### src/rtl/rr_encoder_arbiter_8_if.sv
// Request/grant bundle between the requesters (master) and the round-robin arbiter (slave).
interface rr_encoder_arbiter_8_if #(
    parameter int N     = 8,
    parameter int IDX_W = 3
);
    logic [N-1:0]     req;
    logic [N-1:0]     gnt;
    logic [IDX_W-1:0] gnt_idx;
    logic             gnt_valid;
    logic             timeout;

    modport master (output req, input gnt, gnt_idx, gnt_valid, timeout);
    modport slave  (input req, output gnt, gnt_idx, gnt_valid, timeout);
endinterface

### src/rtl/rr_encoder_arbiter_8.sv
// Round-robin arbiter for 8 requesters; registered one-hot grant plus 3-bit index. Optional macro: GRANT_TIMEOUT_EN.
// Latency: one cycle from req to gnt; an owner release hands over on the same edge with no idle gap.
// Backpressure: grant held while the owner keeps req; with GRANT_TIMEOUT_EN rotation is forced after MAX_HOLD cycles.
module rr_encoder_arbiter_8 #(
    parameter int N        = 8,
    parameter int IDX_W    = 3,
    parameter int MAX_HOLD = 16
) (
    input  logic                  clk,
    input  logic                  rst,
    rr_encoder_arbiter_8_if.slave bus
);
    typedef enum logic {IDLE, GRANT} state_t;

    state_t           state, state_nxt;
    logic [N-1:0]     gnt_q, gnt_d;
    logic [IDX_W-1:0] idx_q, idx_d;
    logic [IDX_W-1:0] last_q, last_d;
    logic [IDX_W:0]   win;
    logic [IDX_W:0]   rot;
    logic             to_d;

    if (MAX_HOLD < 1 || MAX_HOLD > 255) begin : g_bad_max_hold
        $error("MAX_HOLD must be within 1..255");
    end

    // Returns {found, index} of the first set bit searching upward from last+1 with wrap.
    function automatic logic [IDX_W:0] pick(input logic [N-1:0] r, input logic [IDX_W-1:0] last);
        logic [IDX_W:0]   res;
        logic [IDX_W-1:0] c;
        res = '0;
        for (int k = N; k >= 1; k--) begin
            c = last + IDX_W'(k);
            if (r[c]) res = {1'b1, c};
        end
        return res;
    endfunction

    assign win = pick(bus.req, last_q);
    assign rot = pick(bus.req & ~gnt_q, idx_q);

`ifdef GRANT_TIMEOUT_EN
    logic [7:0] hold_q, hold_d;
    logic       to_q;
`endif

    always_comb begin
        state_nxt = state;
        gnt_d     = gnt_q;
        idx_d     = idx_q;
        last_d    = last_q;
        to_d      = 1'b0;
`ifdef GRANT_TIMEOUT_EN
        hold_d    = hold_q;
`endif
        case (state)
            IDLE: begin
                if (win[IDX_W]) begin
                    state_nxt = GRANT;
                    gnt_d     = N'(1) << win[IDX_W-1:0];
                    idx_d     = win[IDX_W-1:0];
                    last_d    = win[IDX_W-1:0];
`ifdef GRANT_TIMEOUT_EN
                    hold_d    = '0;
`endif
                end
            end
            GRANT: begin
                if (!bus.req[idx_q]) begin
                    if (win[IDX_W]) begin
                        gnt_d  = N'(1) << win[IDX_W-1:0];
                        idx_d  = win[IDX_W-1:0];
                        last_d = win[IDX_W-1:0];
`ifdef GRANT_TIMEOUT_EN
                        hold_d = '0;
`endif
                    end else begin
                        state_nxt = IDLE;
                        gnt_d     = '0;
                    end
                end
`ifdef GRANT_TIMEOUT_EN
                // Owner still requesting: rotate only if someone else is waiting, else saturate.
                else if (hold_q == 8'(MAX_HOLD - 1)) begin
                    if (rot[IDX_W]) begin
                        gnt_d  = N'(1) << rot[IDX_W-1:0];
                        idx_d  = rot[IDX_W-1:0];
                        last_d = rot[IDX_W-1:0];
                        hold_d = '0;
                        to_d   = 1'b1;
                    end
                end else begin
                    hold_d = hold_q + 8'd1;
                end
`endif
            end
            default: state_nxt = IDLE;
        endcase
    end

    always_ff @(posedge clk) begin
        if (rst) begin
            state  <= IDLE;
            gnt_q  <= '0;
            idx_q  <= '0;
            last_q <= IDX_W'(N - 1);
`ifdef GRANT_TIMEOUT_EN
            hold_q <= '0;
            to_q   <= 1'b0;
`endif
        end else begin
            state  <= state_nxt;
            gnt_q  <= gnt_d;
            idx_q  <= idx_d;
            last_q <= last_d;
`ifdef GRANT_TIMEOUT_EN
            hold_q <= hold_d;
            to_q   <= to_d;
`endif
        end
    end

    assign bus.gnt       = gnt_q;
    assign bus.gnt_idx   = idx_q;
    assign bus.gnt_valid = |gnt_q;
`ifdef GRANT_TIMEOUT_EN
    assign bus.timeout   = to_q;
`else
    assign bus.timeout   = 1'b0;
    logic unused_to;
    assign unused_to     = to_d | rot[IDX_W];
`endif
endmodule
### src/flat_wrapper.sv
// flat-port wrapper written by rule: the top's interface ports become plain ports
module rr_encoder_arbiter_8_flat 
#(
    parameter int N        = 8,
    parameter int IDX_W    = 3,
    parameter int MAX_HOLD = 16
)
  (clk, rst, bus_req, bus_gnt, bus_gnt_idx, bus_gnt_valid, bus_timeout);
  rr_encoder_arbiter_8_if #(.N(N), .IDX_W(IDX_W)) bus_i ();
  input  logic clk;
  input  logic rst;
  input wire logic [$bits(bus_i.req)-1:0] bus_req;
  output wire logic [$bits(bus_i.gnt)-1:0] bus_gnt;
  output wire logic [$bits(bus_i.gnt_idx)-1:0] bus_gnt_idx;
  output wire logic [$bits(bus_i.gnt_valid)-1:0] bus_gnt_valid;
  output wire logic [$bits(bus_i.timeout)-1:0] bus_timeout;
  assign bus_i.req = bus_req;
  assign bus_gnt = bus_i.gnt;
  assign bus_gnt_idx = bus_i.gnt_idx;
  assign bus_gnt_valid = bus_i.gnt_valid;
  assign bus_timeout = bus_i.timeout;
  rr_encoder_arbiter_8 #(.N(N), .IDX_W(IDX_W), .MAX_HOLD(MAX_HOLD)) u_core (.clk(clk), .rst(rst), .bus(bus_i));
endmodule
### config.mk
export PLATFORM = sky130hd
export DESIGN_NAME = rr_encoder_arbiter_8_flat
export DESIGN_NICKNAME = d
export VERILOG_FILES = /design/src/rtl/rr_encoder_arbiter_8_if.sv /design/src/rtl/rr_encoder_arbiter_8.sv /design/src/flat_wrapper.sv
export SDC_FILE = /design/constraint.sdc
export NUM_CORES = 1
export LEC_CHECK = 0
export ABC_CLOCK_PERIOD_IN_PS = 6900
export CAP_MARGIN = 30
export CORE_MARGIN = 2
export CORE_UTILIZATION = 55
export DETAILED_ROUTE_END_ITERATION = 10
export PLACE_DENSITY = 0.82
export SLEW_MARGIN = 25
export SYNTH_ARGS = -nofsm -noshare
export SYNTH_HDL_FRONTEND = slang
export SYNTH_SLANG_ARGS = --single-unit
### constraint.sdc
create_clock -name clk -period 6.9 [get_ports clk]
set_input_delay 0.69 -clock clk [delete_from_list [all_inputs] [get_ports clk]]
set_output_delay 0.69 -clock clk [all_outputs]
set_load 0.05 [all_outputs]
==> flow_summary.yaml <==
# flow metrics
status:
  status: "finished clean"
placed_design:
  placedInstanceArea_um2: 1640
  hpwl_um: 2950
  dp_cells: 197
  numPortBuffers: 21
  gp_congestion: 0.901
critical_path:
  crit_path_cell_trace: "inv_1, ha_1, mux4_2, mux2i_2, mux2i_1, a2111o_1, a31o_1, a211o_1, o31ai_1"
  crit_end: "u_core.bus.gnt[5]$_SDFFE_PP0P_"
  crit_type: "flop to flop"
  critical_path_buf_inv_count: 1
  start_kind: "flop"
  startpoint: "u_core.last_q[1]$_SDFFE_PP1P_"
  critPathMaxFanout: 18
  r2r-end: "u_core.bus.gnt[5]$_SDFFE_PP0P_"
  r2r-start: "u_core.last_q[1]$_SDFFE_PP1P_"
  r2r_slack_ps: 2830
  crit_cells: 9
  cp.required_ps: 7110
  worst_setup_path_end_kind: "flop"
  r2r_cells: 9
  critPathArrivalTime_ps: 4290
route:
  vias: 1411
  drt_first_pass_iters: 4
  wl_per_cell_um: 19.4
  drtIter0Drc: 63
  drc: 0
  wl_um: 3890
run:
  log.warning_count: 27
  maxCapViolations: 0
synth:
  ff_type: "dfxtp_1"
  ys_types: 48
  topCombFamilyByArea: "multiplexers"
  ys_seq_share_pct: 20.7
  simple_gate_area_share_pct: 13.2
  synth_top_area_share_pct: 21.7
  synth_area_um2: 1450
  edf_count: 0
  ys_cells: 153
  synth_area_per_cell_um2: 9.49
  topCellsByArea: "mux4_2 (22%), dfxtp_1 (21%), mux2i_1 (6.2%), o31ai_1 (4.1%), nor2_1 (3.9%)"
clock_tree:
  clock_path_buffers: 2
  cts_tree: "yes"
  cts_root_buffer: "clkbuf_4"
  cts_sinks: 15
  postCtsResizedCells: 0
  clk_latency_ps: 300
  htreeDepth: 1
  cts-buffers-inserted: 3
  clk_pin_slew_ps: 90
final_layout:
  nClkBuffers: 3
  largest_reg_flops: 8
  clkCellAreaFrac_pct: 1.65
  logic_area_um2: 1060
  buf_share_pct: 12.6
  final_area_um2: 1670
  drive_gt1_share_pct: 14.6
  diodes: 0
  synthToLayoutAreaGrowth_pct: 15.1
  fin_nets: 184
  layout.cells.most_common: "clkdlybuf4s50_1"
  logic_gate_count: 123
  largest_class: "multi-input combinational cells"
  comb_share_pct: 63.7
  non_clock_inverter_count: 8
die:
  nWellTaps: 30
  initial_core_util_pct: 58.1
  ioPinCount: 23
  core_area_um2: 2500
  dieWidth_um: 55.4
  die_y_um: 55.4
sta:
  setup_tns_ps: 0
  min_period_ps: 4070
  rsz0062_at_grt: "false"
  skew_ps: 4.00
  finalMaxSlewViolations: 0
  fmax_mhz: 246
  holdWs_ps: 483
  worst_pin_slew_ps: 803
  setup_viol: 0
hold_path:
  hold_class: "flop to flop"
  holdPathStages: 2
  hold_start: "u_core.bus.gnt[1]$_SDFFE_PP0P_"
grt:
  grt_first_pass_wirelength_um: 6280
  antenna_found_initial: 0
  grt_overflow: 0
  grt.total_usage_pct: 25.4
[metal layers]
metal	up-vias	part of all wire [%]	global-route usage, %
met5	-	0	0
met4	0	0.54	5.57
met3	2	7.6	4.92
met2	71	50	39.6
met1	691	42	36.7
li1	647	-	-
[stage by stage]
step | setup slack [ps] | utilization (%)
finish | 2830 | 66.8
global route | 2630 | 66.8
CTS | 2890 | 66.8
detailed placement | 2930 | 65.7
global placement | 3120 | 65.7
floorplan | 3580 | -
[worst min-delay path, delay by kind of cell (launching register included)]
kind,cells,cell delay [ps]
simple gates,1,50
flops,1,330
compound gates,1,50
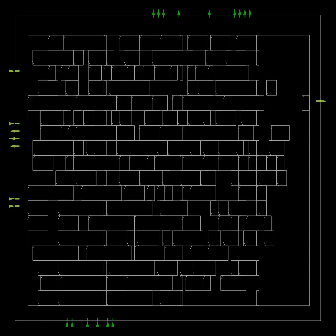
**Above:** cell outlines without signal wires.
Core Util, Final: 66.8%
Fill cells: 188
Flop Count: 15
flop share of the area: 18.0%

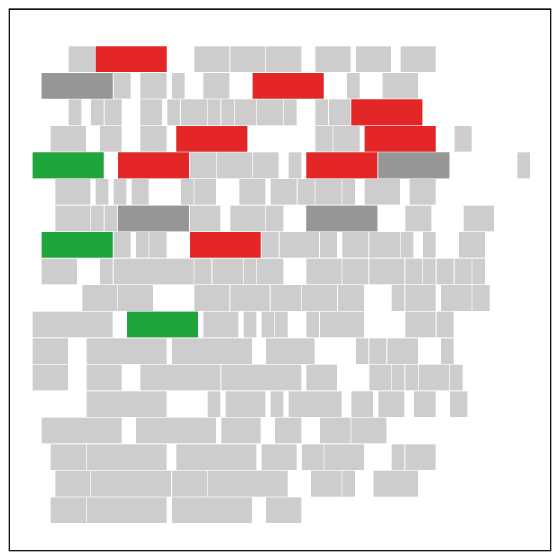
**Above:** sequential cells colored by netlist name.
Other sequential cells in the stronger gray, the rest of the logic in the fainter gray.
red -> `u_core.bus.gnt`  # flops 8
green -> `u_core.bus.gnt_idx`  # flops 3
not colored = 4
FF/Latch Area: 300 um^2

